**src/rtl/tmr_wb_master_pkg.sv**
```systemverilog
// Shared command codes, slave register map, FSM encoding and beat payload for tmr_wb_master.
// The beat helper maps a command and beat index onto one WISHBONE access.
package tmr_wb_master_pkg;

  localparam int unsigned ADR_W  = 3;
  localparam int unsigned BYTE_W = 8;
  localparam int unsigned CMD_W  = 2;
  localparam int unsigned IDX_W  = 2;

  localparam logic [CMD_W-1:0] CMD_RD_US = 2'b00;
  localparam logic [CMD_W-1:0] CMD_RD_MS = 2'b01;
  localparam logic [CMD_W-1:0] CMD_WR    = 2'b10;
  localparam logic [CMD_W-1:0] CMD_BLK   = 2'b11;

  localparam logic [ADR_W-1:0] US_BASE     = 3'd0;
  localparam logic [ADR_W-1:0] MS_BASE     = 3'd4;
  localparam logic [ADR_W-1:0] PWM_ENA_ADR = 3'd6;
  localparam logic [ADR_W-1:0] BLK_ADR     = 3'd7;

  typedef enum logic [1:0] {
    ST_IDLE = 2'd0,
    ST_STB  = 2'd1,
    ST_GAP  = 2'd2,
    ST_FIN  = 2'd3
  } state_t;

  typedef struct packed {
    logic [ADR_W-1:0]  adr;
    logic              we;
    logic [BYTE_W-1:0] dat;
  } beat_t;

  // Address/direction/data driven for beat idx of a command; reads always drive zero data.
  function automatic beat_t beat_of(input logic [CMD_W-1:0]  cmd,
                                    input logic [IDX_W-1:0]  idx,
                                    input logic [ADR_W-1:0]  wadr,
                                    input logic [BYTE_W-1:0] wdat);
    beat_t b;
    b = '0;
    case (cmd)
      CMD_RD_US: b.adr = US_BASE + ADR_W'(idx);
      CMD_RD_MS: b.adr = MS_BASE + ADR_W'(idx);
      CMD_WR: begin
        b.adr = wadr;
        b.we  = 1'b1;
        b.dat = wdat;
      end
      default: begin
        b.adr = BLK_ADR;
        b.we  = 1'b1;
        b.dat = wdat;
      end
    endcase
    return b;
  endfunction

endpackage

```
**src/rtl/tmr_wb_master_wb8_beat.sv**
```systemverilog
// Single strobe/ack beat tracker: flags the acknowledged beat or a wait that exceeded TIMEOUT.
// The wait counter idles at zero whenever strobe is low, so every beat starts fresh.
module wb8_beat #(
  parameter int unsigned TIMEOUT = 255
) (
  input  logic clk,
  input  logic rst_n,
  input  logic stb,
  input  logic ack,
  input  logic tmo_en,
  output logic hit_c,
  output logic tmo_c
);

  localparam int unsigned CNT_W = (TIMEOUT < 1) ? 1 : $clog2(TIMEOUT + 1);

  logic [CNT_W-1:0] cnt;

  always_ff @(posedge clk or negedge rst_n) begin
    if (!rst_n) begin
      cnt <= '0;
    end else if (!stb || ack) begin
      cnt <= '0;
    end else if (cnt != CNT_W'(TIMEOUT)) begin
      cnt <= cnt + CNT_W'(1);
    end
  end

  // An ack in the final allowed cycle still wins over the abort.
  assign hit_c = stb & ack;
  assign tmo_c = stb & ~ack & tmo_en & (cnt == CNT_W'(TIMEOUT));

endmodule

```
**src/rtl/tmr_wb_master.sv**
```systemverilog
// WISHBONE master sequencer for the timer/PWM slave: 32-bit counter reads as four
// byte beats (byte 0 first), single register writes, and CPU-blocking delay writes.
module tmr_wb_master
  import tmr_wb_master_pkg::*;
#(
  parameter int unsigned TIMEOUT = 255
) (
  input  logic              wb_clk_i,
  input  logic              wb_rst_i,
  input  logic              req_i,
  input  logic [CMD_W-1:0]  cmd_i,
  input  logic [ADR_W-1:0]  wadr_i,
  input  logic [BYTE_W-1:0] wdat_i,
  output logic              busy_o,
  output logic              done_o,
  output logic              err_o,
  output logic [31:0]       data_o,
  output logic [ADR_W-1:0]  wb_adr_o,
  output logic [BYTE_W-1:0] wb_dat_o,
  input  logic [BYTE_W-1:0] wb_dat_i,
  output logic              wb_we_o,
  output logic              wb_stb_o,
  output logic              wb_cyc_o,
  input  logic              wb_ack_i
);

  state_t             state, state_nxt;
  logic [CMD_W-1:0]   cmd_q, cmd_nxt;
  logic [ADR_W-1:0]   wadr_q, wadr_nxt;
  logic [BYTE_W-1:0]  wdat_q, wdat_nxt;
  logic [IDX_W-1:0]   idx, idx_nxt;
  logic               err_q, err_nxt;
  logic [23:0]        shadow, shadow_nxt;
  logic [31:0]        data_nxt;
  beat_t              beat_nxt;
  logic               is_rd, last_beat, hit, tmo;

  assign is_rd     = ~cmd_q[1];
  assign last_beat = ~is_rd | (idx == IDX_W'(3));

  wb8_beat #(.TIMEOUT(TIMEOUT)) u_beat (
    .clk    (wb_clk_i),
    .rst_n  (wb_rst_i),
    .stb    (wb_stb_o),
    .ack    (wb_ack_i),
    .tmo_en (cmd_q != CMD_BLK),
    .hit_c  (hit),
    .tmo_c  (tmo)
  );

  // Next-state, command latch, shadow capture and next beat fields.
  always_comb begin
    state_nxt  = state;
    cmd_nxt    = cmd_q;
    wadr_nxt   = wadr_q;
    wdat_nxt   = wdat_q;
    idx_nxt    = idx;
    err_nxt    = err_q;
    shadow_nxt = shadow;
    data_nxt   = data_o;

    case (state)
      ST_IDLE, ST_FIN: begin
        state_nxt = ST_IDLE;
        if (req_i) begin
          state_nxt = ST_STB;
          cmd_nxt   = cmd_i;
          wadr_nxt  = wadr_i;
          wdat_nxt  = wdat_i;
          idx_nxt   = '0;
          err_nxt   = 1'b0;
        end
      end
      ST_STB: begin
        if (hit) begin
          if (is_rd) begin
            case (idx)
              2'd0:    shadow_nxt[7:0]   = wb_dat_i;
              2'd1:    shadow_nxt[15:8]  = wb_dat_i;
              2'd2:    shadow_nxt[23:16] = wb_dat_i;
              default: data_nxt          = {wb_dat_i, shadow};
            endcase
          end
          state_nxt = last_beat ? ST_FIN : ST_GAP;
        end else if (tmo) begin
          state_nxt = ST_FIN;
          err_nxt   = 1'b1;
        end
      end
      ST_GAP: begin
        idx_nxt   = idx + IDX_W'(1);
        state_nxt = ST_STB;
      end
      default: state_nxt = ST_IDLE;
    endcase

    beat_nxt = beat_of(cmd_nxt, idx_nxt, wadr_nxt, wdat_nxt);
  end

  always_ff @(posedge wb_clk_i or negedge wb_rst_i) begin
    if (!wb_rst_i) begin
      state    <= ST_IDLE;
      cmd_q    <= '0;
      wadr_q   <= '0;
      wdat_q   <= '0;
      idx      <= '0;
      err_q    <= 1'b0;
      shadow   <= '0;
      data_o   <= '0;
      busy_o   <= 1'b0;
      done_o   <= 1'b0;
      err_o    <= 1'b0;
      wb_adr_o <= '0;
      wb_dat_o <= '0;
      wb_we_o  <= 1'b0;
      wb_stb_o <= 1'b0;
      wb_cyc_o <= 1'b0;
    end else begin
      state    <= state_nxt;
      cmd_q    <= cmd_nxt;
      wadr_q   <= wadr_nxt;
      wdat_q   <= wdat_nxt;
      idx      <= idx_nxt;
      err_q    <= err_nxt;
      shadow   <= shadow_nxt;
      data_o   <= data_nxt;
      busy_o   <= (state_nxt == ST_STB) || (state_nxt == ST_GAP);
      wb_cyc_o <= (state_nxt == ST_STB) || (state_nxt == ST_GAP);
      wb_stb_o <= (state_nxt == ST_STB);
      done_o   <= (state_nxt == ST_FIN);
      err_o    <= (state_nxt == ST_FIN) && err_nxt;
      // Bus fields are only non-zero while a strobe is presented.
      if (state_nxt == ST_STB) begin
        wb_adr_o <= beat_nxt.adr;
        wb_we_o  <= beat_nxt.we;
        wb_dat_o <= beat_nxt.dat;
      end else begin
        wb_adr_o <= '0;
        wb_we_o  <= 1'b0;
        wb_dat_o <= '0;
      end
    end
  end

endmodule

```
**config.mk**
```make
export PLATFORM = sky130hd
export DESIGN_NAME = tmr_wb_master
export DESIGN_NICKNAME = d
export VERILOG_FILES = /design/src/rtl/tmr_wb_master_pkg.sv /design/src/rtl/tmr_wb_master_wb8_beat.sv /design/src/rtl/tmr_wb_master.sv
export SDC_FILE = /design/constraint.sdc
export NUM_CORES = 1
export LEC_CHECK = 0
export ABC_AREA = 1
export ABC_CLOCK_PERIOD_IN_PS = 2100
export CAP_MARGIN = 20
export CORE_MARGIN = 1
export CORE_UTILIZATION = 40
export DETAILED_ROUTE_END_ITERATION = 12
export GPL_TIMING_DRIVEN = 0
export MAX_ROUTING_LAYER = met4
export PLACE_DENSITY = 0.66
export SKIP_LAST_GASP = 1
export SLEW_MARGIN = 10
export SYNTH_ARGS = -nofsm -noshare
export SYNTH_HDL_FRONTEND = slang
export SYNTH_HIERARCHICAL = 1
export SYNTH_SLANG_ARGS = --single-unit
```
**constraint.sdc**
```tcl
create_clock -name wb_clk_i -period 2.1 [get_ports wb_clk_i]
set_clock_uncertainty 0.1 [all_clocks]
set_input_delay 0.42 -clock wb_clk_i [delete_from_list [all_inputs] [get_ports wb_clk_i]]
set_output_delay 0.42 -clock wb_clk_i [all_outputs]
set_load 0.01 [all_outputs]
```
### Local utilization, run 1

10 x 10 tiles, from white (low) to dark blue (high), 0 to 100% covered.
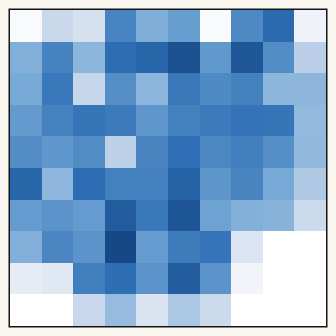
- tiles over 75% full: 12%
- nearly empty tiles: 9.0%
- fullest tile: 90%
- emptiest ninth of the die: lower right
- mean over tiles: 50%
Core Box Area: 9770 µm²
Core Density at Floorplan: 0.411
final core utilization: 0.548

### Cells colored by class, run 1

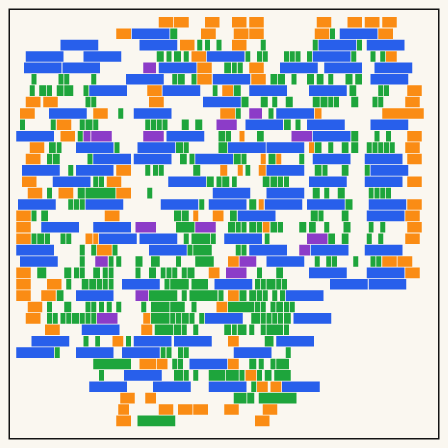
- clock drivers and dummy loads: purple (cells 16)
- other buffers and delay cells: orange (cells 106)
- flip-flops: blue (cells 98)
- all other logic: green (cells 325)
number of cell rows: 36
cell area after layout: 5350 µm²
sequential share of cell area: 0.458

### Sequential cells colored by netlist name, run 1

Bar = 20 µm. Other sequential cells in the stronger gray, the rest of the logic in the fainter gray.
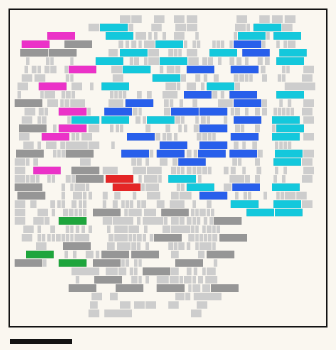
- wdat_q: magenta (placed flops 8)
- data_o: cyan (placed flops 32)
- shadow: blue (placed flops 24)
- idx: red (placed flops 2)
- wadr_q: green (placed flops 3)
- not colored: 29
Seq power: 0.00252 W
FF+latch area: 2450 µm²

==> flow_metrics.py, run 1 <==
# Flow results
metrics = {
    "global_route": {
        "grt_pass1_wl_um": 14100,
        "globalRouteTotalUtil": 0.182,
        "grt_overflow": 0,
        "first_global_vias": 3018,
    },
    "critical_path": {
        "reg2reg_from": "u_beat/cnt[1]",
        "worstRegToRegCells": 13,
        "worstPathArrival_ns": 2.20,
    },
    "synth": {
        "synth.yosys.num_cells": 439,
        "ys_seq_frac": 0.610,
        "synthDominantAreaCellType": "sky130_fd_sc_hd__dfrtp_1",
        "synth_nets": 474,
        "numSynthFlops": 98,
        "mappedNetlistArea_um2": 4020,
        "netlist-cell-type-count": 25,
        "area_leaders": "sky130_fd_sc_hd__dfrtp_1, sky130_fd_sc_hd__nand2_1, sky130_fd_sc_hd__nand3_1, sky130_fd_sc_hd__o21ai_0, sky130_fd_sc_hd__inv_1",
        "enable_flop_cells": 0,
        "post-synth-top-area-fraction": 0.610,
        "synth.most_common_cell": "sky130_fd_sc_hd__nand2_1",
        "syn_avg_cell_area_um2": 9.15,
        "synth_top_flop_cell": "sky130_fd_sc_hd__dfrtp_1",
    },
    "clock_tree": {
        "cts.sinks": 98,
        "clock.latency.late_pin_ns": 0.36,
        "clk_transition_reported_paths_ns": 0.10,
        "cts-root-to-sink-buffers": 2,
    },
    "finish": {
        "most_instantiated_logic_cells_after_routing": "sky130_fd_sc_hd__nand2_1, sky130_fd_sc_hd__dfrtp_1, sky130_fd_sc_hd__clkdlybuf4s50_1",
        "areaGrowthSynthToFinish_pct": 33.2,
        "largest_registers": "data_o (32), shadow (24)",
        "fraction_of_layout_cells_with_a_size_suffix_above_1": 0.114,
        "number_of_flip_flops_under_the_largest_register_name": 32,
        "antenna-diode-count": 0,
        "final_net_count": 575,
        "comb_area_um2": 1390,
        "nFillCells": 923,
        "mostFrequentLayoutCell": "sky130_fd_sc_hd__nand2_1",
    },
    "floorplanning": {
        "design.portCount": 74,
        "die.size.x_um": 102,
        "die_h_um": 102,
    },
    "final_timing": {
        "final_critical_path_setup_slack_ns": 0.0544,
        "slew-limit-headroom": 0.633,
        "whs_ns": 0.376,
        "final.period_utilization": 0.974,
        "layout_min_cycle_time_ns": 2.05,
        "timing_worst_slew_pin_value_ns": 0.551,
        "fmax_ghz": 0.489,
        "rsz_0062_raised_after_global_routing": "true",
    },
    "power": {
        "peakVddDrop_mv": 0.877,
        "power.density_cell_area_nw_per_um2": 1040,
        "total_power_w": 0.00557,
        "static_leakage_nw": 2.70,
    },
    "routing": {
        "dr_wl_met2_um": 4150,
        "wl_per_cell_um": 12.3,
        "dr_wl_met3_um": 480,
        "detail_route.vias_per_cell": 4.58,
        "firstDrtPassIters": 4,
        "wl_um": 8370,
        "route.detailed.drc": 0,
        "wire_length_on_met1_um": 3670,
        "highest-signal-layer": "met4",
    },
    "min_path": {
        "worstHoldPathCells": 2,
    },
    "place": {
        "pre_cts_ws_ns": -0.754,
        "gp_routability_congestion": 0.794,
        "placed_cell_area_um2": 4950,
        "dp_hpwl_um": 5750,
        "buffer_ports.inserted": 73,
    },
    "job": {
        "drv_cap": 0,
    },
    "status": {
        "status": "finished clean",
    },
}
-- run 1: power by group --
part	internal (W)	total [W]	switching, W
Clock	0.000452	0.00114	0.000687
Sequential	0.00232	0.00252	0.000205
Combinational	0.000874	0.00191	0.00104
Total	0.00364	0.00557	0.00193
-- run 1: metal layers --
layer / up-vias / track usage
met1: 1446 / 0.225
met5: - / -
met3: 4 / 0.0561
met2: 76 / 0.291
li1: 1576 / -
met4: 0 / 0.0462
-- run 1: final cells by class --
class                   instances  share of cell area
plain buffers                  15              0.0126
clock buffers                   9              0.0231
clock inverters                 7              0.0110
inverters                      54              0.0383
multi-input cells             271               0.259
flip-flops and latches         98               0.458
well taps                     133              0.0311
repair buffers                 91               0.166
-- run 1: repair_timing --
item	in CTS	in global routing
pin swaps	5	10
hold endpoints to repair	41	0
endpoints found under the setup margin	60	42
hold buffers	1	0
setup buffers	9	7
gates cloned	0	0
gates resized	5	19
-- run 1: worst max-delay path, stage by stage, from the launching register on --
cell,delay [ns]
sky130_fd_sc_hd__dfrtp_1,0.41
sky130_fd_sc_hd__ha_4,0.16
sky130_fd_sc_hd__nand2_4,0.06
sky130_fd_sc_hd__nor2_4,0.15
sky130_fd_sc_hd__nand3_4,0.10
sky130_fd_sc_hd__nor2_4,0.14
sky130_fd_sc_hd__nor2_2,0.06
sky130_fd_sc_hd__a211oi_2,0.21
sky130_fd_sc_hd__inv_1,0.11
sky130_fd_sc_hd__ha_4,0.21
sky130_fd_sc_hd__nand2_8,0.11
sky130_fd_sc_hd__inv_4,0.04
sky130_fd_sc_hd__nand2_1,0.05
sky130_fd_sc_hd__nand2_1,0.05
-- run 1: cells by family after synthesis --
kind of cell               share of synthesized area
adders and majority gates                     0.0311
DFF                                            0.610
and+or+nand+nor                                0.224
AOI/OAI and AO/OA                             0.0666
buffers and inverters                         0.0676
==> inputs of run 2 (changes only) <==
--- a/config.mk
+++ b/config.mk
@@ -6,14 +6,14 @@
 export NUM_CORES = 1
 export LEC_CHECK = 0
 export ABC_AREA = 1
-export ABC_CLOCK_PERIOD_IN_PS = 2100
+export ABC_CLOCK_PERIOD_IN_PS = 1700
 export CAP_MARGIN = 20
 export CORE_MARGIN = 1
-export CORE_UTILIZATION = 40
+export CORE_UTILIZATION = 42
 export DETAILED_ROUTE_END_ITERATION = 12
 export GPL_TIMING_DRIVEN = 0
 export MAX_ROUTING_LAYER = met4
-export PLACE_DENSITY = 0.66
+export PLACE_DENSITY = 0.69
 export SKIP_LAST_GASP = 1
 export SLEW_MARGIN = 10
 export SYNTH_ARGS = -nofsm -noshare
==> constraint.sdc (replaced) <==
create_clock -name wb_clk_i -period 1.7 [get_ports wb_clk_i]
set_clock_uncertainty 0.1 [all_clocks]
set_input_delay 0.34 -clock wb_clk_i [delete_from_list [all_inputs] [get_ports wb_clk_i]]
set_output_delay 0.34 -clock wb_clk_i [all_outputs]
set_load 0.01 [all_outputs]
### The metal 3 layer, run 2

Bar = 20 µm.
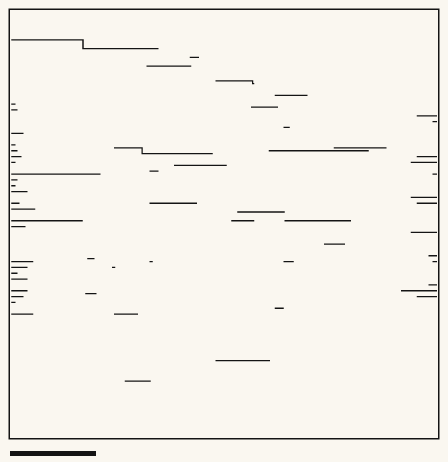
- share of all routed wire: 3.9%
- longest straight run: 23.0 µm
- nets with wire on the layer: 53
- main direction: horizontal
- wire length on this layer: 357 µm
Post-Route WL: 9120 µm
met3 global-route usage: 0.0327

==> run 2 against run 1 <==
The flow now finishes with violations (setup timing). Synthesized cell count stayed put. Combinational power is 52% higher. Power rose by 37%. Sequential share of layout area is 4.0 points lower. Fmax is 3.8% lower. Area after synthesis did not move. Final cell count increased by 0.44%. Sequential power rose by 24%. Utilization rose by 8.7 points. Die area fell by 4.7%. Via count is 6.2% higher. Largest power group unchanged.
==> flow_metrics.py, run 2 <==
# Flow results
metrics = {
    "status": {
        "status": "finished with violations",
        "violations": "setup timing",
    },
    "synth": {
        "netlist-cell-type-count": 25,
        "synth_nets": 474,
        "mappedNetlistArea_um2": 4020,
        "numSynthFlops": 98,
        "synthDominantAreaCellType": "sky130_fd_sc_hd__dfrtp_1",
        "synth.yosys.num_cells": 439,
        "ys_seq_frac": 0.610,
        "synth.most_common_cell": "sky130_fd_sc_hd__nand2_1",
        "post-synth-top-area-fraction": 0.610,
        "enable_flop_cells": 0,
    },
    "finish": {
        "most_instantiated_logic_cells_after_routing": "sky130_fd_sc_hd__dfrtp_1, sky130_fd_sc_hd__nand2_1, sky130_fd_sc_hd__inv_1",
        "layout.area.top_class": "flip-flops and latches",
        "nonClockBufferCount": 112,
        "nFillCells": 772,
        "comb_area_um2": 1640,
        "comb_area_frac": 0.279,
        "number_of_flip_flops_under_the_largest_register_name": 32,
        "layout.clock_buffers": 10,
        "nMultiInputCombCells": 272,
        "design_area_um2": 5860,
        "fraction_of_layout_cells_with_a_size_suffix_above_1": 0.248,
        "antenna-diode-count": 0,
        "mostFrequentLayoutCell": "sky130_fd_sc_hd__dfrtp_1",
    },
    "place": {
        "buffer_ports.inserted": 73,
        "pre_cts_ws_ns": -0.915,
        "gp_routability_congestion": 0.841,
        "dp_hpwl_um": 5780,
    },
    "final_timing": {
        "final_critical_path_setup_slack_ns": -0.426,
        "setup_viol_count_final": 39,
        "rsz_0062_raised_after_global_routing": "true",
        "whs_ns": 0.374,
        "slew-limit-headroom": 0.689,
        "layout_min_cycle_time_ns": 2.13,
    },
    "critical_path": {
        "cpPeakStageDelay_ns": 0.41,
        "timing.critical_path.mode_cell": "sky130_fd_sc_hd__nor2_4",
        "reg2reg_from": "u_beat/cnt[1]",
        "critical-path-top-delay-family": "simple AND/OR/NAND/NOR gates",
    },
    "clock_tree": {
        "cts-root-to-sink-buffers": 2,
        "clock.latency.late_pin_ns": 0.36,
        "clk_transition_reported_paths_ns": 0.11,
    },
    "power": {
        "switching_share": 0.350,
        "net-switching-power_w": 0.00268,
        "seq_power_w": 0.00312,
        "power.largest_group": "sequential cells",
        "power.share.combinational": 0.380,
        "power.density_cell_area_nw_per_um2": 1300,
        "clock_power_share": 0.213,
        "static_leakage_nw": 3.30,
    },
    "routing": {
        "dr_wl_met2_um": 4650,
        "route.detailed.drc": 0,
        "wire_length_on_met1_um": 3980,
        "wl_per_cell_um": 13.4,
    },
    "floorplanning": {
        "tap-cell-count": 129,
        "core_density_at_floorplan": 0.435,
        "die.size.x_um": 99.8,
        "die_h_um": 99.8,
    },
    "global_route": {
        "first_global_vias": 3011,
        "grt_pass1_wl_um": 14200,
    },
    "job": {
        "drv_cap": 0,
    },
}
## run 2: cell counts after synthesis
Identical to the previous run, type by type.
## run 2: timing repair
action | CTS | global route
endpoints found under the setup margin | 116 | 95
cloned | 2 | 4
resized | 68 | 122
hold buffers | 1 | 0
buffers inserted | 13 | 8
pin swaps | 10 | 13
endpoints found under the hold margin | 35 | 0
## run 2: worst min-delay path by stage
stage / depth (start not counted) / from / end
finish: 2 / wb_rst_i / data_o[18]
global route: 4 / wb_ack_i / u_beat/cnt[3]
CTS: 4 / wb_ack_i / u_beat/cnt[3]
detailed placement: 1 / wb_rst_i / data_o[19]
global placement: 2 / data_o[14] / data_o[14]
floorplan: 0 / wb_rst_i / cmd_q[0]
## run 2: worst reg2reg max path, cell delays in order, from the launching register on
cell                       delay, ns
sky130_fd_sc_hd__dfrtp_1        0.41
sky130_fd_sc_hd__ha_4           0.17
sky130_fd_sc_hd__nand2_4        0.05
sky130_fd_sc_hd__nor2_4         0.16
sky130_fd_sc_hd__nand3_4        0.10
sky130_fd_sc_hd__nor2_4         0.16
sky130_fd_sc_hd__nor2_4         0.06
sky130_fd_sc_hd__a211oi_4       0.31
sky130_fd_sc_hd__inv_2          0.08
sky130_fd_sc_hd__ha_4           0.21
sky130_fd_sc_hd__nand2_8        0.10
sky130_fd_sc_hd__inv_4          0.04
sky130_fd_sc_hd__nand2_2        0.05
sky130_fd_sc_hd__nand2_2        0.04
## run 2: routing by layer
metal / GRT usage / vias up
met4: 0.0645 / 0
li1: - / 1589
met1: 0.249 / 1609
met3: 0.0327 / 12
met5: - / -
met2: 0.295 / 84
## run 2: cells by family after synthesis
family	share of synthesized area
buffers and inverters	0.0676
AND-OR/OR-AND	0.0666
adder cells (fa/ha/maj)	0.0311
flip-flops	0.610
AND/OR/NAND/NOR	0.224
==> inputs of run 3 (changes only) <==
--- a/config.mk
+++ b/config.mk
@@ -6,14 +6,14 @@
 export NUM_CORES = 1
 export LEC_CHECK = 0
 export ABC_AREA = 1
-export ABC_CLOCK_PERIOD_IN_PS = 1700
+export ABC_CLOCK_PERIOD_IN_PS = 2200
 export CAP_MARGIN = 20
 export CORE_MARGIN = 1
 export CORE_UTILIZATION = 42
 export DETAILED_ROUTE_END_ITERATION = 12
 export GPL_TIMING_DRIVEN = 0
 export MAX_ROUTING_LAYER = met4
-export PLACE_DENSITY = 0.69
+export PLACE_DENSITY = 0.65
 export SKIP_LAST_GASP = 1
 export SLEW_MARGIN = 10
 export SYNTH_ARGS = -nofsm -noshare
==> constraint.sdc (replaced) <==
create_clock -name wb_clk_i -period 2.2 [get_ports wb_clk_i]
set_clock_uncertainty 0.1 [all_clocks]
set_input_delay 0.44 -clock wb_clk_i [delete_from_list [all_inputs] [get_ports wb_clk_i]]
set_output_delay 0.44 -clock wb_clk_i [all_outputs]
set_load 0.01 [all_outputs]
### Local utilization, run 3

10 x 10 tiles, from white (low) to dark blue (high), 0 to 100% covered.
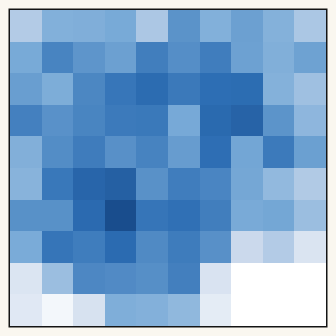
- fullest tile: 88%
- mean over tiles: 52%
- tiles over 75% full: 10%
- nearly empty tiles: 6.0%
- emptiest ninth of the die: lower right
Core Density at Floorplan: 0.435
final core utilization: 0.577
Core Box Area: 9240 µm²

==> run 3 against run 2 <==
The run now ends clean. Fmax rose by 0.82%. Sequential share of layout area rose by 4.2 points. Global-route usage rose by 0.15 points. Flip-flop count did not move. Via count fell by 3.6%. Die area did not move. Count of clock-buffer cells in the layout fell by 1. Final cell count fell by 1.6%. Utilization fell by 5.7 points. Non-clock buffer count fell by 11. Critical endpoint unchanged. Largest cell class unchanged.
==> flow_metrics.py, run 3 <==
# Flow results
metrics = {
    "status": {
        "status": "finished clean",
    },
    "global_route": {
        "met1_usage": 0.245,
        "grtUsageMet2": 0.300,
        "grt_overflow": 0,
        "grt_pass1_wl_um": 14300,
        "globalRoute.busiestLayer": "met2",
    },
    "finish": {
        "largest_registers": "data_o (32), shadow (24)",
        "areaGrowthSynthToFinish_pct": 32.7,
        "final_net_count": 571,
        "nFillCells": 858,
    },
    "final_timing": {
        "final.period_utilization": 0.959,
        "slew-limit-headroom": 0.590,
        "whs_ns": 0.375,
        "setup_viol_count_final": 0,
        "fmax_ghz": 0.474,
        "timing_worst_slew_pin_value_ns": 0.616,
    },
    "power": {
        "power.share.combinational": 0.331,
        "p_int_w": 0.00357,
        "pwr.group.clock_w": 0.00125,
        "total_power_w": 0.00546,
        "power_combinational_w": 0.00181,
    },
    "synth": {
        "synth.yosys.num_cells": 439,
        "synthDominantAreaCellType": "sky130_fd_sc_hd__dfrtp_1",
        "synth.most_common_cell": "sky130_fd_sc_hd__nand2_1",
        "numSynthFlops": 98,
    },
    "clock_tree": {
        "cts-root-to-sink-buffers": 2,
        "postCtsSetupRepairBufs": 5,
        "cts.sinks": 98,
    },
    "min_path": {
        "hold_path.startpoint": "data_o[6]",
        "hold_end": "data_o[6]",
        "worstHoldPathCells": 2,
    },
    "place": {
        "pre_cts_ws_ns": -0.834,
        "gp_routability_congestion": 0.870,
        "buffer_ports.inserted": 73,
    },
    "routing": {
        "detail_route.vias_per_cell": 4.74,
        "wl_per_cell_um": 12.9,
        "dr_wl_met3_um": 315,
        "route.detailed.drc": 0,
        "dr_wl_met2_um": 4180,
    },
    "floorplanning": {
        "rows": 35,
        "die_h_um": 99.8,
    },
    "critical_path": {
        "worstRegToRegCells": 14,
    },
}
[run 3: netlist changes by cell type in the layout (fill, tap and decap cells not counted), sizes merged]
cell / change
dlygate4sd2: -31
clkbuf: +1
clkinv: +2
buf: -13
clkdlybuf4s50: +46
dlymetal6s2s: -15
clkinvlp: -1
[run 3: cell type report]
class	instances	area, µm²	share of cell area
timing repair buffer	85	841	0.158
multi-input combinational	272	1380	0.259
inverter	54	205	0.0385
sequential	98	2450	0.460
buffer	16	72.6	0.0136
tap	129	161	0.0303
clock buffer	9	124	0.0232
clock inverter	7	95.1	0.0178
[run 3: worst max-delay path, cell delays in order, from the launching register on]
cell and delay, ns:
sky130_fd_sc_hd__dfrtp_1 0.37, sky130_fd_sc_hd__ha_2 0.21, sky130_fd_sc_hd__nand2_4 0.06, sky130_fd_sc_hd__nor2_4 0.16
sky130_fd_sc_hd__nand3_4 0.10, sky130_fd_sc_hd__nor2_4 0.15, sky130_fd_sc_hd__nor2_4 0.05, sky130_fd_sc_hd__nand2_2 0.07
sky130_fd_sc_hd__nand3_2 0.08, sky130_fd_sc_hd__a21boi_4 0.21, sky130_fd_sc_hd__ha_4 0.24, sky130_fd_sc_hd__nand2_8 0.08
sky130_fd_sc_hd__inv_4 0.07, sky130_fd_sc_hd__nand2_1 0.04, sky130_fd_sc_hd__nand2_1 0.05
[run 3: cells by family after synthesis]
logic type | after synthesis | share of synthesized area
and+or+nand+nor | 211 | 0.224
DFF | 98 | 0.610
buffers and inverters | 70 | 0.0676
AOI/OAI and AO/OA | 50 | 0.0666
adders and majority gates | 10 | 0.0311
[run 3: stage by stage]
step | instance area, µm² | setup TNS, ns
finish | 5330 | 0
global route | 5330 | -0.0457
CTS | 5230 | 0
detailed placement | 4940 | -22.06
global placement | 4910 | -320.12
floorplan | 4020 | 0
Power and IR drop assume default switching activity.
